--- src/rtl/cache_level_split_responder.sv ---
// Issues one latched request to the next cache level and waits for mem_resp.
// Reports a one-cycle completion, the captured read line and the issue latency.
module cache_level_split_responder (
  input  logic         clk,
  input  logic         reset,
  input  logic [15:0]  req_address,
  input  logic [127:0] req_data,
  input  logic         req_read,
  input  logic         req_write,
  output logic         req_load,
  output logic [15:0]  mem_address,
  output logic [127:0] mem_wdata,
  output logic         mem_read,
  output logic         mem_write,
  input  logic         mem_resp,
  input  logic [127:0] mem_rdata,
  output logic         resp_out,
  output logic [127:0] rdata_out,
  output logic [15:0]  last_latency
);

  typedef enum logic [1:0] {
    IDLE,
    ISSUE,
    DONE
  } state_t;

  state_t state;
  state_t state_nx;

  logic [15:0]  addr_q;
  logic [127:0] data_q;
  logic         wr_q;
  logic [15:0]  cnt_q;
  logic [15:0]  cnt_inc;
  logic         req_any;
  logic         accept;
  logic         finish;

  assign req_any = req_read | req_write;
  assign accept  = (state == IDLE) & req_any;
  assign finish  = (state == ISSUE) & mem_resp;

  // Counter value including the current ISSUE cycle, saturated.
  assign cnt_inc = (cnt_q == 16'hFFFF) ? cnt_q : cnt_q + 16'd1;

  // Operands always come from the latched copy.
  assign mem_address = addr_q;
  assign mem_wdata   = data_q;

  // State register.
  always_ff @(posedge clk) begin
    if (reset) begin
      state <= IDLE;
    end else begin
      state <= state_nx;
    end
  end

  // Next state and handshake strobes.
  always_comb begin
    state_nx  = state;
    req_load  = 1'b0;
    mem_read  = 1'b0;
    mem_write = 1'b0;
    resp_out  = 1'b0;
    unique case (state)
      IDLE: begin
        req_load = ~req_any;
        if (req_any) begin
          state_nx = ISSUE;
        end
      end
      ISSUE: begin
        mem_read  = ~wr_q;
        mem_write = wr_q;
        if (mem_resp) begin
          state_nx = DONE;
        end
      end
      DONE: begin
        req_load = 1'b1;
        resp_out = 1'b1;
        state_nx = IDLE;
      end
      default: begin
        state_nx = IDLE;
      end
    endcase
  end

  // Request latch; a simultaneous read+write is kept as a write.
  always_ff @(posedge clk) begin
    if (reset) begin
      addr_q <= 16'h0;
      data_q <= 128'h0;
      wr_q   <= 1'b0;
    end else if (accept) begin
      addr_q <= req_address;
      data_q <= req_data;
      wr_q   <= req_write;
    end
  end

  // Issue-cycle counter, cleared once the completion is reported.
  always_ff @(posedge clk) begin
    if (reset) begin
      cnt_q <= 16'h0;
    end else if (state == ISSUE) begin
      cnt_q <= cnt_inc;
    end else if (state == DONE) begin
      cnt_q <= 16'h0;
    end
  end

  // Completion capture: latency always, read line only for reads.
  always_ff @(posedge clk) begin
    if (reset) begin
      rdata_out    <= 128'h0;
      last_latency <= 16'h0;
    end else if (finish) begin
      last_latency <= cnt_inc;
      if (!wr_q) begin
        rdata_out <= mem_rdata;
      end
    end
  end

endmodule
--- config.mk ---
export PLATFORM = sky130hd
export DESIGN_NAME = cache_level_split_responder
export DESIGN_NICKNAME = d
export VERILOG_FILES = /design/src/rtl/cache_level_split_responder.sv
export SDC_FILE = /design/constraint.sdc
export NUM_CORES = 1
export LEC_CHECK = 0
export CAP_MARGIN = 20
export CORE_AREA = 2 2 222 224
export DETAILED_ROUTE_END_ITERATION = 10
export DIE_AREA = 0 0 224 226
export GPL_TIMING_DRIVEN = 0
export HOLD_SLACK_MARGIN = 0.12
export PLACE_DENSITY_LB_ADDON = 0.1
export SLEW_MARGIN = 20
export SYNTH_ARGS = -nofsm -noshare
export SYNTH_HDL_FRONTEND = slang
export SYNTH_SLANG_ARGS = --single-unit
--- constraint.sdc ---
create_clock -name clk -period 2.6 [get_ports clk]
set_input_delay 0.39 -clock clk [delete_from_list [all_inputs] [get_ports clk]]
set_output_delay 0.39 -clock clk [all_outputs]
set_load 0.005 [all_outputs]
Run 1, power grid:
(1.5 px per um) Pins as bars on the die edge.
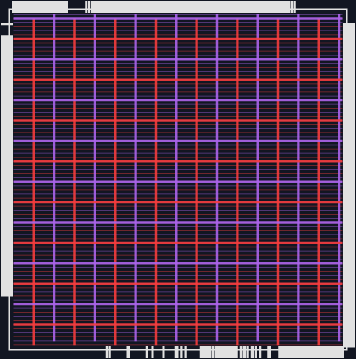
| net | colour |
|---|---|
| VSS | red |
| VDD | purple |
met4 straps: 16
signal pins: 569
rows: 81
met1 rails: 82

Run 1, the metal 2 layer:
(1.5 px per um)
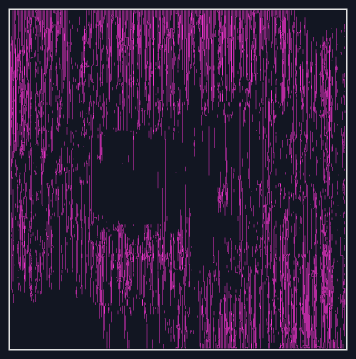
share of all routed wire: 48%
main direction: vertical

Run 1, sequential cells coloured by netlist name:
(1.5 px per um) Other sequential cells in the stronger grey, the rest of the logic in the fainter grey.
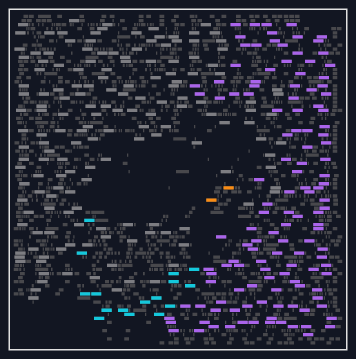
| netlist name | colour | flops |
|---|---|---|
| last_latency | cyan | 16 |
| state | orange | 2 |
| mem_wdata | purple | 128 |

Run 1, cell area per tile:
(1.5 px per um) The die is cut into 22 by 23 equal tiles; black is low, pale yellow is high, 0 to 100% covered.
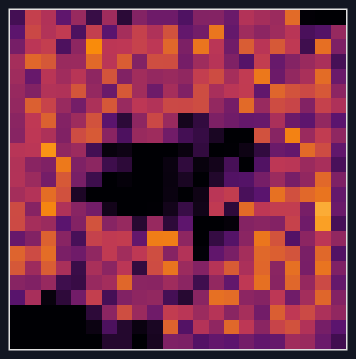
emptiest ninth of the die: middle
fullest tile: 82%
tiles over 75% full: 0.60%

[run 1: sequential cells by signal, summed over array words and instances (netlist names)]
signal / count
wr_q: 1
rdata_out: 128
cnt_q: 16
state: 2
mem_wdata: 128
last_latency: 16
mem_address: 16
[run 1: metal layers]
metal,GRT usage,vias to the layer above,part of all wire
li1,-,5889,-
met1,0.225,5440,0.39
met2,0.340,412,0.48
met3,0.0805,82,0.10
met4,0.0570,12,0.022
met5,0,-,0.0015
[run 1: area by class of cell]
type	instances	area [sq um]
multi-input combinational	992	4590
clock inverter	4	30.0
clock buffer	62	1160
buffer	110	510
inverter	7	30.0
sequential	307	6150
tap	622	778
timing repair buffer	571	5710
fill	5014	29400
[run 1: worst max-delay path, cell delays in order (launching register included)]
cell and delay [ps]:
dfxtp_1 420, ha_4 240, clkinvlp_4 180, nor2_2 150
clkdlybuf4s50_1 560
[run 1: cell families after synthesis]
kind of cell | share of synthesized area
and+or+nand+nor | 0.228
AOI/OAI and AO/OA | 0.164
DFF | 0.547
buffers and inverters | 0.0471
muxes | 0.00534
adders and majority gates | 0.00668
xor gates and xnor gates | 0.00234
[run 1: repair_timing]
item / in CTS / in global routing
gates cloned: 0 / 0
setup buffers: 0 / 3
setup endpoints to repair: 152 / 163
gates resized: 6 / 12
hold endpoints to repair: 0 / 0
pin swaps: 0 / 0
[run 1: cells in the final DEF (no fill, tap or decap), types with 6 or more instances in the layout]
master,instances
clkdlybuf4s50_1,568
clkbuf_8,7
clkbuf_16,41
a211oi_1,10
o21ai_0,15
nand3_1,8
buf_2,18
clkbuf_1,87
mux2i_1,6
buf_4,6
a21oi_1,283
nand4_1,6
o211ai_1,6
clkbuf_2,6
nor2_1,19
dfxtp_1,307
nand2_1,563
==> reports/summary.rpt, run 1 <==
=====================================================================================
Combinational power                                                         0.00342 W
Final Non-Filler Cells                                                           2675
Endpoint arrival time on the critical path                                    2100 ps
Final-stage net count                                                            2312
Max Clock Freq                                                              0.402 GHz
Port-buffer cells                                                                 568
Hold Crit Endpoint                                                       mem_address[14]
Core ar.                                                                  48300 sq um
Start of the worst register-to-register path                                 state[1]
OpenROAD warning count                                                             30
Count of unique library cells instantiated by Yosys                                56
Final antenna-violating net count                                                   0
Net load switching power                                                    0.00410 W
Cell at the root of the clock tree                                          clkbuf_16
Iteration-0 DRC Markers                                                           426
Hold Path Stages                                                                    3
Class of the tightest hold or removal check                                 in -> reg
Worst reg-to-reg setup slack                                                   310 ps
Area of all placed cells without fillers                                  19000 sq um
Last weighted congestion value of the routability-driven placer                 0.848
Crit path max fanout                                                                7
CTS tree                                                                        built
Total chip power                                                             0.0140 W
Deepest clock path buffer count                                                     3
Sequential cell power                                                       0.00549 W
Final Hold Violation Tally                                                          0
Total vias in the final route                                                   11835
Average routed wire per standard cell                                         19.5 um
Number of instances in the synthesized netlist                                   1418
Core Util, Final                                                                0.392
Average vias per placed instance                                                 4.42
Synth cell count leaders                                                 563 x nand2_1, 307 x dfxtp_1, 283 x a21oi_1, 79 x clkbuf_1, 20 x nor2_1
Ys flops                                                                          307
Vias in the first global route                                                  11582
Overflow left after global routing                                                  0
Clk sink count                                                                    307
Portion of total power attributed to sequential cells                           0.391
Die Size                                                                  50600 sq um
IR drop worst, VDD                                                             351 uV
Top pwr grp                                                                 registers
DRC Markers                                                                         0
Capture point of the worst path                                              mem_read
Final setup vio count                                                               0
Worst Path Required                                                           2210 ps
Gate power share                                                                0.243
Final sum of negative setup slack                                                0 ps
Part of the Yosys area used for sequential elements                             0.547
Ratio of cells with drive above 1 in the final layout                          0.0516
# Max-Cap Violations                                                                0
Top Ports                                                                         569
Flip-flop cell with the highest count after synthesis                         dfxtp_1
RR Endpoint                                                              rdata_out[120]
Overall global routing resource usage                                           0.198
Class of the most critical setup path                                      reg -> out
Power dissipated in the clock network                                       0.00514 W
Total detailed-routing wirelength                                            52100 um
Relative slew slack                                                             0.477
Initial antenna violation count                                                     6
# placed instances                                                               2608
Worst hold-check slack                                                         377 ps
Portion of synthesized cell area occupied by the leading cell type              0.547
Cell area leaders                                                        dfxtp_1 55%, nand2_1 19%, a21oi_1 13%
Count of hold-fix buffers inserted at cts                                           0
Cell count listed in synth_stat.txt                                              1418
Synth warn                                                                          0
Initial standard-cell utilization of the core                                   0.233
Half-perimeter wire length after placement                                   41000 um
Mapped Area                                                               11200 sq um
Crit path launch                                                             state[0]
Clock-pin slew of the registers on the worst-case setup and hold paths          60 ps
Pre-CTS worst setup slack                                                     -432 ps
Total count of max-transition violations in the final report                        0
Type of element launching the critical path                                      flop
Synthesis area per yosys                                                  11200 sq um
Area growth from synthesis to layout                                            68.6%
Post-layout period usage                                                        0.958
1st-pass router iterations                                                          5
Count of flip-flops with a built-in enable after synthesis                          0
Wire length of the first global-routing pass                                 75300 um
Crit end category                                                          output pin
Post-layout min period                                                        2490 ps
Result of the run                                                           completed
Horizontal die dimension                                                       224 um
Worst-Margin Slew                                                              785 ps
=====================================================================================
--- run 2 (diff from run 1) ---
Settings changed: CORE_AREA 2 2 222 224 to 2 2 224 226, DIE_AREA 0 0 224 226 to 0 0 226 228, DONT_BUFFER_PORTS set to 1, HOLD_SLACK_MARGIN 0.12 to 0.05, REMOVE_ABC_BUFFERS set to 1.
Run 2, power grid:
(1.5 px per um) Pins as bars on the die edge.
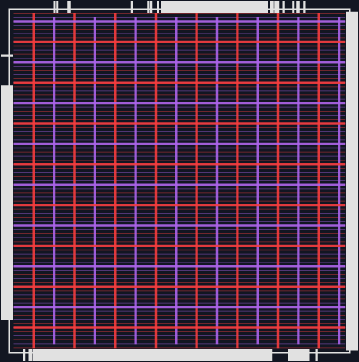
horizontal die dimension: 226 um
Core ar.: 49300 sq um
IR drop worst, VDD: 452 uV
height of the die: 228 um

Run 2, the metal 2 layer:
(1.5 px per um)
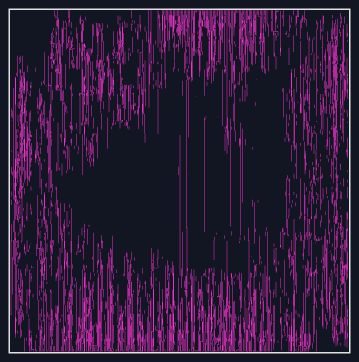
wire length on this layer: 21.8 mm
nets with wire on the layer: 1556
share of all routed wire: 49%
longest straight run: 98.2 um

==> reports/summary.rpt, run 2 <==
=================================================================================
Gate power share                                                            0.186   -0.057
Routed metal-1 wirelength                                                16300 um   -20%
Synth cell count leaders                                             563 x nand2_1, 307 x dfxtp_1, 283 x a21oi_1, 79 x clkbuf_1, 20 x nor2_1
Number of instances in the synthesized netlist                               1418   unchanged
Met3 Use GR                                                                0.0723   -0.00828
Synth warn                                                                      0   unchanged
Final-stage net count                                                        1926   -17%
Portion of synthesized cell area occupied by the leading cell type          0.547   unchanged
Met2 Use GR                                                                 0.278   -0.0618
Most used logic cell in the final layout                                  nand2_1
Clk sink count                                                                307   unchanged
Result of the run                                                    finished, violations left
1st-pass router iterations                                                      6   +1
Count of unique library cells instantiated by Yosys                            56   unchanged
Ratio of cells with drive above 1 in the final layout                      0.0647   +0.0131
Met2 routed wirelength                                                   21800 um   -13%
Top Ports                                                                     569   unchanged
Average routed wire per standard cell                                     18.8 um   -3.4%
Port-buffer cells                                                               0   -100%
Worst hold-check slack                                                   -12.0 ps   -389 ps
Main logic family after synthesis                                    simple AND/OR/NAND/NOR gates
Crit end category                                                            flop
Crit path launch                                                         state[0]
Wire length of the first global-routing pass                             63500 um   -16%
Part of the Yosys area used for sequential elements                         0.547   unchanged
Iteration-0 DRC Markers                                                       468   +9.9%
Share of the synthesized netlist area taken by xor and xnor gates         0.00234   unchanged
Max incr delay on CP                                                       570 ps   about the same
Final Hold Violation Tally                                                      7   +7
Final setup vio count                                                           0   unchanged
Top delay family on crit path                                        buffers and inverters
Overflow left after global routing                                              0   unchanged
Cell at the root of the clock tree                                      clkbuf_16
Type of element launching the critical path                                  flop
Average vias per placed instance                                             4.50   +1.7%
Final sum of negative setup slack                                            0 ps   unchanged
Start of the worst register-to-register path                             state[0]
Crit path max fanout                                                           25   +18
Worst Path Required                                                       3080 ps   +870 ps
Die Size                                                              51500 sq um   +1.8%
Initial antenna violation count                                                 4   -2
Portion of total power attributed to sequential cells                       0.420   +0.029
Class of the most critical setup path                                  reg -> reg
OpenROAD warning count                                                         33   +10%
Grt peak-use layer                                                           met2
Capture point of the worst path                                      mem_wdata[42]
Vias in the first global route                                              10127   -13%
Violated checks                                                       hold timing
Most common cell type on the critical path                                 buf_16
Area growth from synthesis to layout                                        43.4%
Post-layout period usage                                                    0.940   -0.0178
Final antenna-violating net count                                               0   unchanged
Mapped Area                                                           11200 sq um   unchanged
Net load switching power                                                0.00390 W   -4.8%
Total count of max-transition violations in the final report                    0   unchanged
M1 GR Usage                                                                 0.167   -0.0584
Combined buffer and inverter count along the critical path                      6   +4
Half-perimeter wire length after placement                               30000 um   -27%
Total detailed-routing wirelength                                        44100 um   -15%
Last weighted congestion value of the routability-driven placer             0.781   -7.9%
Deepest clock path buffer count                                                 3   unchanged
Overall global routing resource usage                                       0.160   -0.0380
=================================================================================
run 2: worst register-to-register path, cell delays in order, from the launching register on:
cell and delay, ps:
dfxtp_1 420, inv_1 110, ha_2 240, o21ai_4 100, buf_12 180, buf_16 180, buf_16 200, buf_16 170
nand2_1 80, a21oi_1 140, dlygate4sd3_1 570
run 2: through the flow:
stage | cells | cell area, sq um
after global routing | 2343 | 16100
after CTS | 2247 | 15200
after floorplan | 1306 | 10700
final | 2343 | 16100
after global placement | 1978 | 11600
after detailed placement | 1996 | 12000
run 2: worst min path at each step:
stage / endpoint / depth (start not counted) / from / slack [ps]
2_1_floorplan: last_latency[11] / 2 / last_latency[11] / 440
3_3_place_gp: mem_address[3] / 2 / mem_address[3] / 460
3_5_place_dp: mem_wdata[22] / 2 / mem_wdata[22] / 470
4_1_cts: mem_wdata[20] / 1 / reset / -110
5_1_grt: mem_wdata[63] / 1 / reset / -60
6_report: mem_wdata[63] / 2 / req_data[63] / -10
run 2: repair_timing:
action | CTS | global route
buffers inserted | 0 | 4
hold buffers | 184 | 89
resized | 5 | 4
hold endpoints to repair | 299 | 207
setup endpoints to repair | 139 | 53
cloned | 1 | 1
pin swaps | 1 | 0
run 2: area by class of cell:
| type | count | area [sq um] |
|---|---|---|
| sequential | 307 | 6150 |
| fill | 5267 | 33200 |
| tap | 672 | 841 |
| multi-input combinational | 993 | 4660 |
| timing repair buffer | 296 | 3190 |
| clock inverter | 11 | 118 |
| antenna | 2 | 5.00 |
| clock buffer | 55 | 1150 |
| inverter | 7 | 26.3 |
run 2: power groups by stage:
stage               logic, W  clock network (W)  registers, W
CTS                  0.00230            0.00559       0.00572
global route         0.00282            0.00578       0.00577
finish               0.00252            0.00535       0.00571
floorplan            0.00127                  0       0.00559
detailed placement   0.00194                  0       0.00582
global placement     0.00156                  0       0.00569
Power is estimated from default activity; no workload was simulated.
